==> src/rtl/robo_pkg.sv <==
// Shared definitions for the robot environment model: headings, drive commands
// and the per-heading unit step on the grid.
package robo_pkg;

  typedef enum logic [1:0] {
    DIR_N = 2'd0,
    DIR_E = 2'd1,
    DIR_S = 2'd2,
    DIR_W = 2'd3
  } dir_t;

  // Encoded as {avancar, girar}
  typedef enum logic [1:0] {
    CMD_HOLD    = 2'b00,
    CMD_GIRAR   = 2'b01,
    CMD_AVANCAR = 2'b10,
    CMD_ILEGAL  = 2'b11
  } cmd_t;

  typedef struct packed {
    logic signed [1:0] dx;
    logic signed [1:0] dy;
  } delta_t;

  // 8x8 grid, outer ring walled, interior free (byte y holds row y)
  localparam logic [63:0] MAPA_BORDA_8X8 = 64'hFF81_8181_8181_81FF;

  function automatic delta_t delta(input dir_t d);
    delta_t r;
    r.dx = '0;
    r.dy = '0;
    case (d)
      DIR_N: r.dy = -2'sd1;
      DIR_E: r.dx = 2'sd1;
      DIR_S: r.dy = 2'sd1;
      DIR_W: r.dx = -2'sd1;
      default: ;
    endcase
    return r;
  endfunction

  function automatic dir_t gira(input dir_t d);
    return dir_t'(d + 2'd1);
  endfunction

  function automatic dir_t esquerda(input dir_t d);
    return dir_t'(d - 2'd1);
  endfunction

endpackage

==> src/rtl/robo_vizinho.sv <==
// Wall lookup for the neighbour of (x,y) in direction d; anything off-grid is a wall.
module robo_vizinho
  import robo_pkg::*;
#(
  parameter int LARGURA = 8,
  parameter int ALTURA  = 8,
  parameter logic [LARGURA*ALTURA-1:0] MAPA = '0
) (
  input  logic [$clog2(LARGURA)-1:0] x,
  input  logic [$clog2(ALTURA)-1:0]  y,
  input  dir_t                       d,
  output logic                       parede
);

  localparam int IW = $clog2(LARGURA*ALTURA);

  delta_t        dl;
  int            nx;
  int            ny;
  logic [IW-1:0] idx;

  always_comb begin
    dl     = delta(d);
    nx     = int'(x) + int'(dl.dx);
    ny     = int'(y) + int'(dl.dy);
    idx    = '0;
    parede = 1'b1;
    if (nx >= 0 && nx < LARGURA && ny >= 0 && ny < ALTURA) begin
      idx    = IW'(ny * LARGURA + nx);
      parede = MAPA[idx];
    end
  end

endmodule

==> src/rtl/robo_ambiente.sv <==
// World model for the robot: tracks cell/heading on a walled grid and produces
// the head/left wall sensors plus collision, command-error, lap and step status.
module robo_ambiente
  import robo_pkg::*;
#(
  parameter int LARGURA   = 8,
  parameter int ALTURA    = 8,
  parameter logic [LARGURA*ALTURA-1:0] MAPA = MAPA_BORDA_8X8,
  parameter int START_X   = 1,
  parameter int START_Y   = 1,
  parameter int START_DIR = 0,
  parameter int PASSOS_W  = 16
) (
  input  logic                       clock,
  input  logic                       reset,
  input  logic                       avancar,
  input  logic                       girar,
  output logic                       head,
  output logic                       left,
  output logic [$clog2(LARGURA)-1:0] pos_x,
  output logic [$clog2(ALTURA)-1:0]  pos_y,
  output logic [1:0]                 dir,
  output logic                       colisao,
  output logic                       cmd_erro,
  output logic                       volta,
  output logic [PASSOS_W-1:0]        passos
);

  localparam int XW = $clog2(LARGURA);
  localparam int YW = $clog2(ALTURA);

  if (MAPA[START_Y*LARGURA + START_X]) begin : g_start_walled
    $error("robo_ambiente: start cell (%0d,%0d) is a wall in MAPA", START_X, START_Y);
  end

  dir_t                dir_q, dir_n, dir_esq;
  logic [XW-1:0]       x_n;
  logic [YW-1:0]       y_n;
  logic                col_n, err_n, volta_n;
  logic [PASSOS_W-1:0] passos_n;
  cmd_t                cmd;
  delta_t              dl;

  assign dir     = dir_q;
  assign dir_esq = esquerda(dir_q);

  robo_vizinho #(.LARGURA(LARGURA), .ALTURA(ALTURA), .MAPA(MAPA)) u_frente (
    .x(pos_x), .y(pos_y), .d(dir_q), .parede(head)
  );

  robo_vizinho #(.LARGURA(LARGURA), .ALTURA(ALTURA), .MAPA(MAPA)) u_esquerda (
    .x(pos_x), .y(pos_y), .d(dir_esq), .parede(left)
  );

  always_comb begin
    cmd      = cmd_t'({avancar, girar});
    dl       = delta(dir_q);
    x_n      = pos_x;
    y_n      = pos_y;
    dir_n    = dir_q;
    col_n    = colisao;
    err_n    = cmd_erro;
    volta_n  = 1'b0;
    passos_n = passos;
    case (cmd)
      CMD_AVANCAR: begin
        if (head) begin
          col_n = 1'b1;
        end else begin
          // head=0 guarantees the ahead cell is on-grid, so no wrap can occur
          x_n     = XW'(int'(pos_x) + int'(dl.dx));
          y_n     = YW'(int'(pos_y) + int'(dl.dy));
          volta_n = (x_n == XW'(START_X)) && (y_n == YW'(START_Y));
          if (passos != '1) passos_n = passos + PASSOS_W'(1);
        end
      end
      CMD_GIRAR:  dir_n = gira(dir_q);
      CMD_ILEGAL: err_n = 1'b1;
      default: ;
    endcase
  end

  always_ff @(posedge clock or posedge reset) begin
    if (reset) begin
      pos_x    <= XW'(START_X);
      pos_y    <= YW'(START_Y);
      dir_q    <= dir_t'(START_DIR);
      colisao  <= 1'b0;
      cmd_erro <= 1'b0;
      volta    <= 1'b0;
      passos   <= '0;
    end else begin
      pos_x    <= x_n;
      pos_y    <= y_n;
      dir_q    <= dir_n;
      colisao  <= col_n;
      cmd_erro <= err_n;
      volta    <= volta_n;
      passos   <= passos_n;
    end
  end

endmodule

==> config.mk <==
export PLATFORM = sky130hd
export DESIGN_NAME = robo_ambiente
export DESIGN_NICKNAME = d
export VERILOG_FILES = /design/src/rtl/robo_pkg.sv /design/src/rtl/robo_vizinho.sv /design/src/rtl/robo_ambiente.sv
export SDC_FILE = /design/constraint.sdc
export NUM_CORES = 1
export LEC_CHECK = 0
export CORE_MARGIN = 2
export CORE_UTILIZATION = 50
export DETAILED_ROUTE_END_ITERATION = 10
export PLACE_DENSITY = 0.73
export SETUP_SLACK_MARGIN = 0.4
export SYNTH_ARGS = -nofsm -noshare
export SYNTH_HDL_FRONTEND = slang
export SYNTH_SLANG_ARGS = --single-unit
==> constraint.sdc <==
create_clock -name clock -period 12.6 [get_ports clock]
set_input_delay 3.15 -clock clock [delete_from_list [all_inputs] [get_ports clock]]
set_output_delay 3.15 -clock clock [all_outputs]
set_load 0.005 [all_outputs]
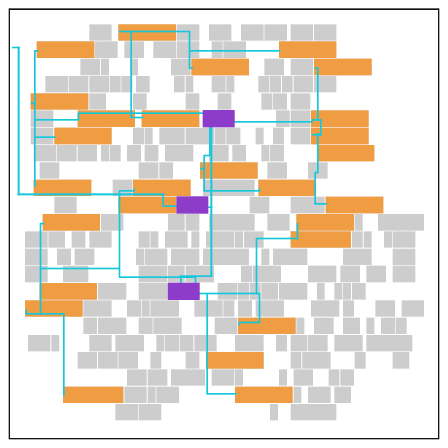
**Above:** routed clock nets over the placement.
- purple: cells driving clock nets (count 3)
- cyan: clock wires (length 390 um)
- orange: flip-flops (count 27)
- routed clock nets: 4
Clock group: 52.8 uW
Worst Skew: 0.00632 ns
clk latency late pin: 0.28 ns

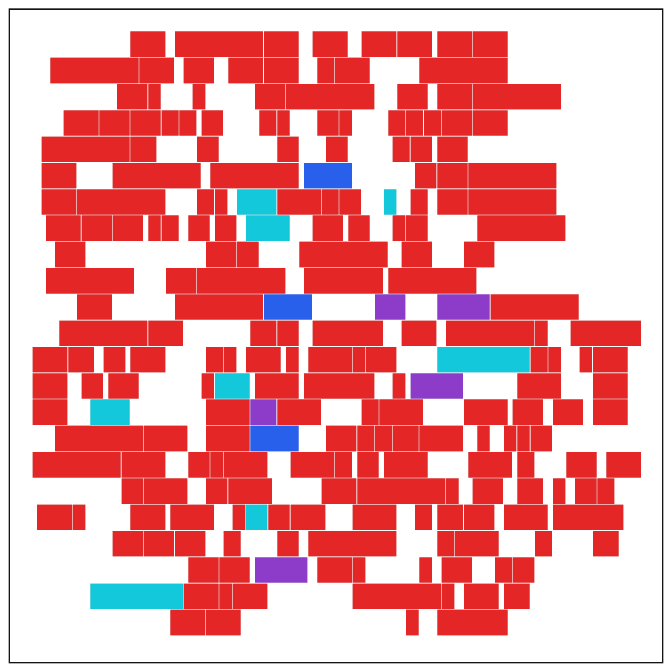
**Above:** sizing map.
- cyan: drive 2 (cells 8; share 3.5%)
- purple: drive 3 to 4 (cells 5; share 2.2%)
- blue: drive 6 and up (cells 3; share 1.3%)
- red: drive 1 or less (cells 210; share 93%)
Non-clock buffers: 32
PnR worst setup slack: 4.76 ns
area grow syn2layout: 19.9%
fin area: 2410 sq um

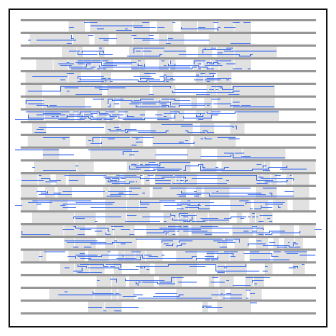
**Above:** the metal 1 layer.
Supply wires on this layer in gray. Cells faint in the background.
- main direction: horizontal
- share of all routed wire: 50%
- wire length on this layer: 1930 um
- longest straight run: 23.5 um
final wirelength: 3.88 mm
via count: 1486

[synthesized netlist by cell type (2+ instances only)]
cell	n	area, sq um
nand4_1	8	50.1
nand2_1	4	15.0
a21o_1	2	15.0
inv_1	17	63.8
xor2_1	10	87.6
nor2_1	7	26.3
nand2b_1	2	12.5
nand3b_1	2	15.0
and3_1	5	31.3
nand3_1	11	55.1
dfrtp_1	25	626
a21oi_1	6	30.0
fa_1	5	100
nor2b_1	7	43.8
ha_1	22	275
mux2_4	3	45.0
o21ai_0	4	20.0
dfstp_2	2	52.6
and4_1	3	26.3
and4b_1	3	30.0
xnor2_1	16	140
a211oi_1	2	15.0
mux2_2	2	22.5
mux2i_1	4	40.0
nor3_1	4	20.0
buf_6	2	22.5
[stage by stage]
stage | instance area (sq um) | cells | total power [mW] | util | setup slack [ns]
global placement | 2360 | 272 | 0.652 | 0.600 | 5.28
CTS | 2410 | 276 | 0.726 | 0.612 | 4.74
detailed placement | 2360 | 272 | 0.669 | 0.600 | 5.08
global route | 2410 | 276 | 0.793 | 0.612 | 4.52
floorplan | 2010 | 194 | 0.533 | - | 5.92
finish | 2410 | 276 | 0.718 | 0.612 | 4.76
[registers in the layout, indices dropped and copies added (netlist names)]
register	cells
pos_x	3
colisao	1
cmd_erro	1
passos	16
dir	2
pos_y	3
volta	1
[cells by family (layout without fill, tap and decap cells)]
kind of cell	after synthesis	in the layout	share of synthesized area
XOR/XNOR	27	27	0.124
flip-flops	27	27	0.337
buffers and inverters	22	54	0.0491
AND/OR/NAND/NOR	63	63	0.190
AND-OR/OR-AND	19	19	0.0603
adder cells (fa/ha/maj)	27	27	0.186
multiplexers	9	9	0.0534
[layer usage]
metal / global-route usage / share of wire
met1: 0.285 / 0.50
met2: 0.300 / 0.45
met3: 0.0283 / 0.040
met4: 0.0536 / 0.012
met5: 0 / 0
==> out/metrics.yaml <==
critPathLaunch: "dir[0]"
ys_cells: 194
min_to: "cmd_erro"
r2r_cells: 13
finalWeightedCongestion: 0.836
wl_per_cell_um: 14.1
fin_nets: 258
grt_pass1_wl_mm: 6.70
synth-edff-count: 0
drtIter0Drc: 57
mostFrequentLayoutCell: "clkdlybuf4s50_1"
clockBufferDepth: 2
required_ns: 9.45
finalSetupTns_ns: 0
design.core.area_sq_um: 3940
grt_antenna_before_repair: 0
critPathTopFamily: "adder cells"
slowest_stage: "fa_1"
ff_type: "dfrtp_1"
clk_pin_slew_ns: 0.10
sequentialPower_uw: 140
inv_count: 18
most-common-layout-cells: "clkdlybuf4s50_1, dfrtp_1, ha_1"
finalClockPeriodUsage: 0.623
largest_class: "logic gates"
synth_nets: 225
p_clk_frac: 0.074
die-area_sq_um: 4550
drv_slew: 0
tightest_slew_ns: 1.03
cp-end-kind: "output port"
synth.cell_area_sq_um: 2010
status: "completed"
reg2reg_slack_ns: 8.21
r2r-start: "dir[0]"
nonClkBufAreaFrac: 0.133
yosysChipArea_sq_um: 2010
power.leakage_nw: 1.10
ys_ff: 27
boundaryPins: 33
rr_endpoint: "pos_x[1]"
setup_viol: 0
maxPowerGroup: "combinational logic"
drtAntennaViolNets: 0
grt_usage: 0.194
clkSinkCount: 27
intPower_uw: 398
mi_logic_area_sq_um: 1240
combPwrFrac: 0.732
crit_fanout: 12
synth.distinct_cells: 42
slowest_delay_ns: 0.54
worstSetupPathDepth: 13
worstPathArrival_ns: 4.69
dp_hpwl_mm: 2.99
rsz0062_at_grt: "false"
clk_root_buffer_cell: "clkbuf_8"
regArea_sq_um: 678
first_pass_iters: 4
clkbuf_count: 3
critical_path_class: "reg2out"
viasPerCell: 5.38
cts.htree.levels: 1
post_cts_buffers: 0
crit_path_end: "head"
Power is estimated from default activity; no workload was simulated.
